[src/rtl/psa_accum_seq_pkg.sv]
// Shared types and constants for the packed sub-word accumulate sequencer.
// Four independent signed 4-bit lanes packed into one 16-bit word.
package psa_accum_seq_pkg;

    localparam int LANE_W    = 4;
    localparam int NUM_LANES = 4;
    localparam int DATA_W    = LANE_W * NUM_LANES;

    localparam logic [LANE_W-1:0] SAT_POS = 4'h7;
    localparam logic [LANE_W-1:0] SAT_NEG = 4'h8;

    typedef enum logic [1:0] {
        IDLE  = 2'd0,
        ACCUM = 2'd1,
        DONE  = 2'd2
    } state_t;

endpackage

[src/rtl/psa_accum_seq_lane_sat.sv]
// One signed 4-bit lane: wrap-around add clamped to the lane range, with overflow flag.
module psa_lane_sat
    import psa_accum_seq_pkg::*;
(
    input  logic [LANE_W-1:0] a,
    input  logic [LANE_W-1:0] b,
    output logic [LANE_W-1:0] sum,
    output logic              sat
);

    logic [LANE_W-1:0] raw_sum;
    logic              pos_ovf;
    logic              neg_ovf;

    // Overflow only when both operands share a sign that the wrapped sum lost.
    always_comb begin
        raw_sum = a + b;
        pos_ovf = ~a[LANE_W-1] & ~b[LANE_W-1] &  raw_sum[LANE_W-1];
        neg_ovf =  a[LANE_W-1] &  b[LANE_W-1] & ~raw_sum[LANE_W-1];
        sum     = raw_sum;
        if (pos_ovf) begin
            sum = SAT_POS;
        end else if (neg_ovf) begin
            sum = SAT_NEG;
        end
        sat = pos_ovf | neg_ovf;
    end

endmodule

[src/rtl/psa_accum_seq.sv]
// Burst sequencer: accepts len packed words over valid/ready and accumulates them
// lane-wise with saturation, then pulses done with the final sum and sticky flags.
module psa_accum_seq
    import psa_accum_seq_pkg::*;
#(
    parameter int COUNT_W = 4
) (
    input  logic                 clk,
    input  logic                 rst_n,
    input  logic                 start,
    input  logic [COUNT_W-1:0]   len,
    input  logic                 in_valid,
    input  logic [DATA_W-1:0]    in_data,
    output logic                 in_ready,
    output logic                 busy,
    output logic                 done,
    output logic [DATA_W-1:0]    result,
    output logic [NUM_LANES-1:0] sat_flags
);

    state_t                 state_q, state_d;
    logic [COUNT_W-1:0]     remaining_q, remaining_d;
    logic [DATA_W-1:0]      acc_q, acc_d;
    logic [NUM_LANES-1:0]   flags_q, flags_d;
    logic                   busy_q, busy_d;
    logic                   in_ready_q, in_ready_d;
    logic                   done_q, done_d;

    logic [DATA_W-1:0]      lane_sum;
    logic [NUM_LANES-1:0]   lane_sat;
    logic                   beat;

    generate
        for (genvar gi = 0; gi < NUM_LANES; gi++) begin : g_lane
            psa_lane_sat u_lane (
                .a   (acc_q[gi*LANE_W +: LANE_W]),
                .b   (in_data[gi*LANE_W +: LANE_W]),
                .sum (lane_sum[gi*LANE_W +: LANE_W]),
                .sat (lane_sat[gi])
            );
        end
    endgenerate

    assign beat = in_valid & in_ready_q;

    always_comb begin
        state_d     = state_q;
        remaining_d = remaining_q;
        acc_d       = acc_q;
        flags_d     = flags_q;
        case (state_q)
            IDLE: begin
                if (start) begin
                    acc_d   = '0;
                    flags_d = '0;
                    if (len != '0) begin
                        remaining_d = len;
                        state_d     = ACCUM;
                    end else begin
                        state_d     = DONE;
                    end
                end
            end
            ACCUM: begin
                if (beat) begin
                    acc_d       = lane_sum;
                    flags_d     = flags_q | lane_sat;
                    remaining_d = remaining_q - 1'b1;
                    if (remaining_q == COUNT_W'(1)) begin
                        state_d = DONE;
                    end
                end
            end
            DONE:    state_d = IDLE;
            default: state_d = IDLE;
        endcase
        // Status outputs are decoded from the next state so they register with it.
        busy_d     = (state_d != IDLE);
        in_ready_d = (state_d == ACCUM);
        done_d     = (state_d == DONE);
    end

    always_ff @(posedge clk) begin
        if (!rst_n) begin
            state_q     <= IDLE;
            remaining_q <= '0;
            acc_q       <= '0;
            flags_q     <= '0;
            busy_q      <= 1'b0;
            in_ready_q  <= 1'b0;
            done_q      <= 1'b0;
        end else begin
            state_q     <= state_d;
            remaining_q <= remaining_d;
            acc_q       <= acc_d;
            flags_q     <= flags_d;
            busy_q      <= busy_d;
            in_ready_q  <= in_ready_d;
            done_q      <= done_d;
        end
    end

    assign in_ready  = in_ready_q;
    assign busy      = busy_q;
    assign done      = done_q;
    assign result    = acc_q;
    assign sat_flags = flags_q;

endmodule

[config.mk]
export PLATFORM = sky130hd
export DESIGN_NAME = psa_accum_seq
export DESIGN_NICKNAME = d
export VERILOG_FILES = /design/src/rtl/psa_accum_seq_pkg.sv /design/src/rtl/psa_accum_seq_lane_sat.sv /design/src/rtl/psa_accum_seq.sv
export SDC_FILE = /design/constraint.sdc
export NUM_CORES = 1
export LEC_CHECK = 0
export CELL_PAD_IN_SITES_DETAIL_PLACEMENT = 0
export CELL_PAD_IN_SITES_GLOBAL_PLACEMENT = 1
export CORE_MARGIN = 1
export CORE_UTILIZATION = 41
export CTS_BUF_LIST = sky130_fd_sc_hd__clkbuf_16
export DETAILED_ROUTE_END_ITERATION = 8
export GPL_TIMING_DRIVEN = 0
export HOLD_SLACK_MARGIN = 0.08
export PLACE_DENSITY_LB_ADDON = 0.2
export SLEW_MARGIN = 20
export SYNTH_ARGS = -nofsm -noshare
export SYNTH_HDL_FRONTEND = slang
export SYNTH_SLANG_ARGS = --single-unit
[constraint.sdc]
create_clock -name clk -period 4.41 [get_ports clk]
set_input_delay 0.6615 -clock clk [delete_from_list [all_inputs] [get_ports clk]]
set_output_delay 0.6615 -clock clk [all_outputs]
set_load 0.1 [all_outputs]
==> flow_summary.yaml <==
# physical design summary
die:
  num_rows: 25
  design.core.area_um2: 4880
  top_level_i_o_count: 47
  die_x_um: 74.3
  die_h_um: 74.3
grt:
  grt.met3_usage_pct: 3.39
  grt.met1_usage_pct: 25.0
  grt.met2_usage_pct: 29.4
  grt_start_max_net_pins: 11
  grt_first_pass_wirelength_um: 7710
  peak_usage_layer_in_the_global_routing_report: "met2"
  grt.overflow.total: 0
logic_synthesis:
  mux_share_pct: 0.526
  flop_cell: "sky130_fd_sc_hd__dfxtp_1"
  number_of_standard_cells_reported_by_yosys: 243
  ys_types: 67
  postSynthSeqShare_pct: 27.1
  async_flop_share_pct: 0
  fp_nets: 293
  yosys.area.top_type_share_pct: 27.1
  edf_count: 0
  synthesized_area_fraction_occupied_by_and_or_nand_nor_cells_pct: 21.3
  netlist_area_um2: 2140
  syn_inst: 243
  syn-mean-instance-area_um2: 8.82
  xor_area_share_pct: 0.818
layout:
  logic_gates: 178
  layout.clock.cell_area_share_pct: 5.65
  logic_area_um2: 1410
  seq-cell-share_pct: 20.5
  layout_top_cell_excl_fill_tap: "sky130_fd_sc_hd__clkdlybuf4s50_1"
  final_cell_utilization_of_the_core_pct: 58.1
  dominant_cells: "combinational gates"
  layout.nets: 345
  regArea_um2: 581
  buffers_excl_clock: 51
  antennaDiodeCount: 0
  numSequentialCells: 29
  nClkBuffers: 5
  flow.area_growth_from_synthesis_pct: 32.4
clock_tree:
  cts.hold.buffers_added: 0
  cts-root-buf: "sky130_fd_sc_hd__clkbuf_16"
  clk_pin_slew_ns: 0.05
  tritoncts: "yes"
  cts_setup_buffers: 0
  cts_inserted_buffers: 5
min_path:
  min_delay_worst_endpoint: "result[12]$_SDFFE_PN0P_"
  hold_start: "result[12]$_SDFFE_PN0P_"
  hp-class: "reg -> reg"
  worstHoldPathCells: 2
worst_setup_path:
  crit_slowest_cell: "sky130_fd_sc_hd__clkdlybuf4s50_1"
  arrival_ns: 1.84
  worst_r2r_startpoint: "result[6]$_SDFFE_PN0P_"
  timing.critical_path.fanout_max: 4
  cpLargestDelayFamily: "buffers and inverters"
  reg2reg_setup_slack_ns: 2.57
  path_buffers: 1
  criticalPathCategory: "reg -> out"
  worst_r2r_endpoint: "result[4]$_SDFFE_PN0P_"
  start_kind: "flip-flop"
pwr:
  worst_ir_drop_vdd_mv: 0.146
  power.sequential.total_mw: 0.282
  p_switching_mw: 0.229
  comb_cell_power_mw: 0.178
  fin_total_pwr_mw: 0.837
  leakagePower_nw: 1.06
  clock_power_mw: 0.377
  p_sw_share_pct: 27.4
  clock_power_share_pct: 45.0
  cellPowerDensity_nw_per_um2: 295
  share_comb_of_total_power_pct: 21.3
route:
  detailed_route_wirelength_on_metal3_um: 161
  drt-total-wl_um: 4950
  routed.top_layer: "met4"
  vias_per_cell: 5.46
  met2_wirelength_um: 2250
  drtAntennaViolNets: 0
  dr.pass1.iters: 4
  detail_route.wl_per_cell_um: 13.7
place:
  dpl.cell_count: 355
  place_area_um2: 2680
  finalWeightedCongestion: 0.770
timing:
  final.setup_skew_ns: 0.00650
  totalNegativeSetupSlack_ns: 0
  timing.hold.ws_ns: 0.475
  timing.final.crit_share_pct: 56.7
  setup_viol_count_final: 0
  rsz_0062_raised_after_global_routing: "false"
  finalHoldViolations: 0
  layout_setup_ws_ns: 1.91
job:
  stage_log_warnings: 31
  timing.max_cap.violations: 0
outcome:
  status: "complete, no violations"
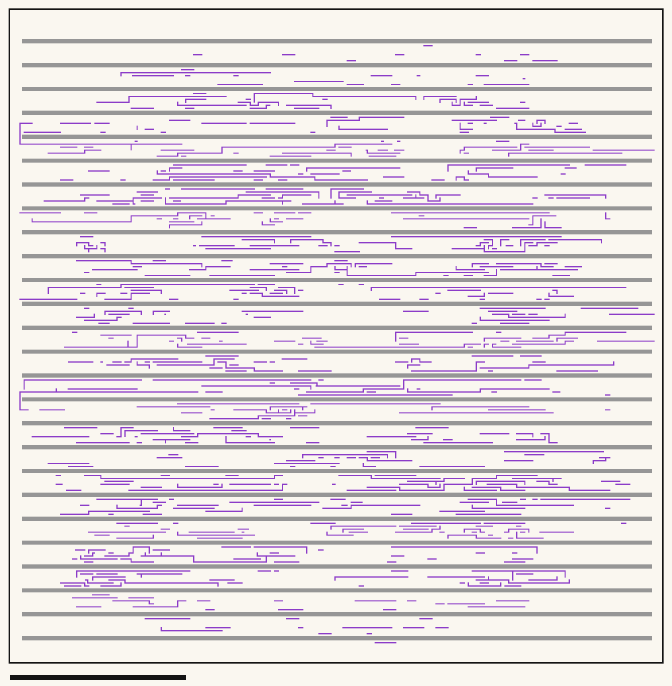
*Met1 routing*
Scale bar: 20 um. Supply wires on this layer in gray.
share of all routed wire: 50%
wire length on this layer: 2490 um

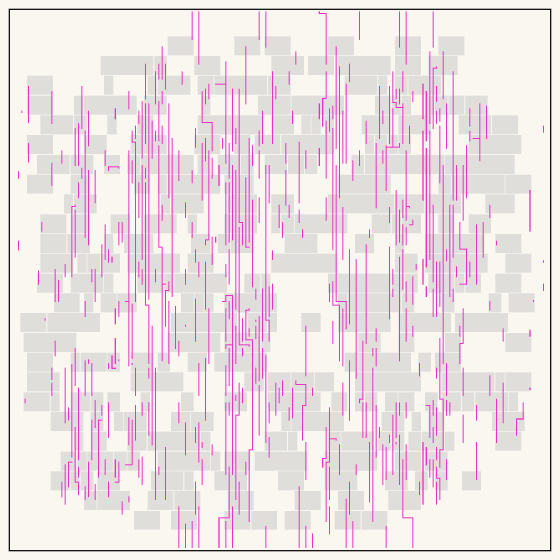
*Signal wires on met2*
wire length on this layer: 2250 um
main direction: vertical
nets with wire on the layer: 297
share of all routed wire: 45%

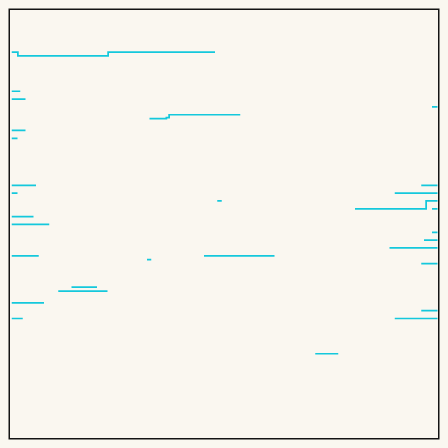
*The metal 3 layer*
share of all routed wire: 3.3%
longest straight run: 18.4 um
nets with wire on the layer: 28
wire length on this layer: 162 um

Power is estimated from default activity; no workload was simulated.
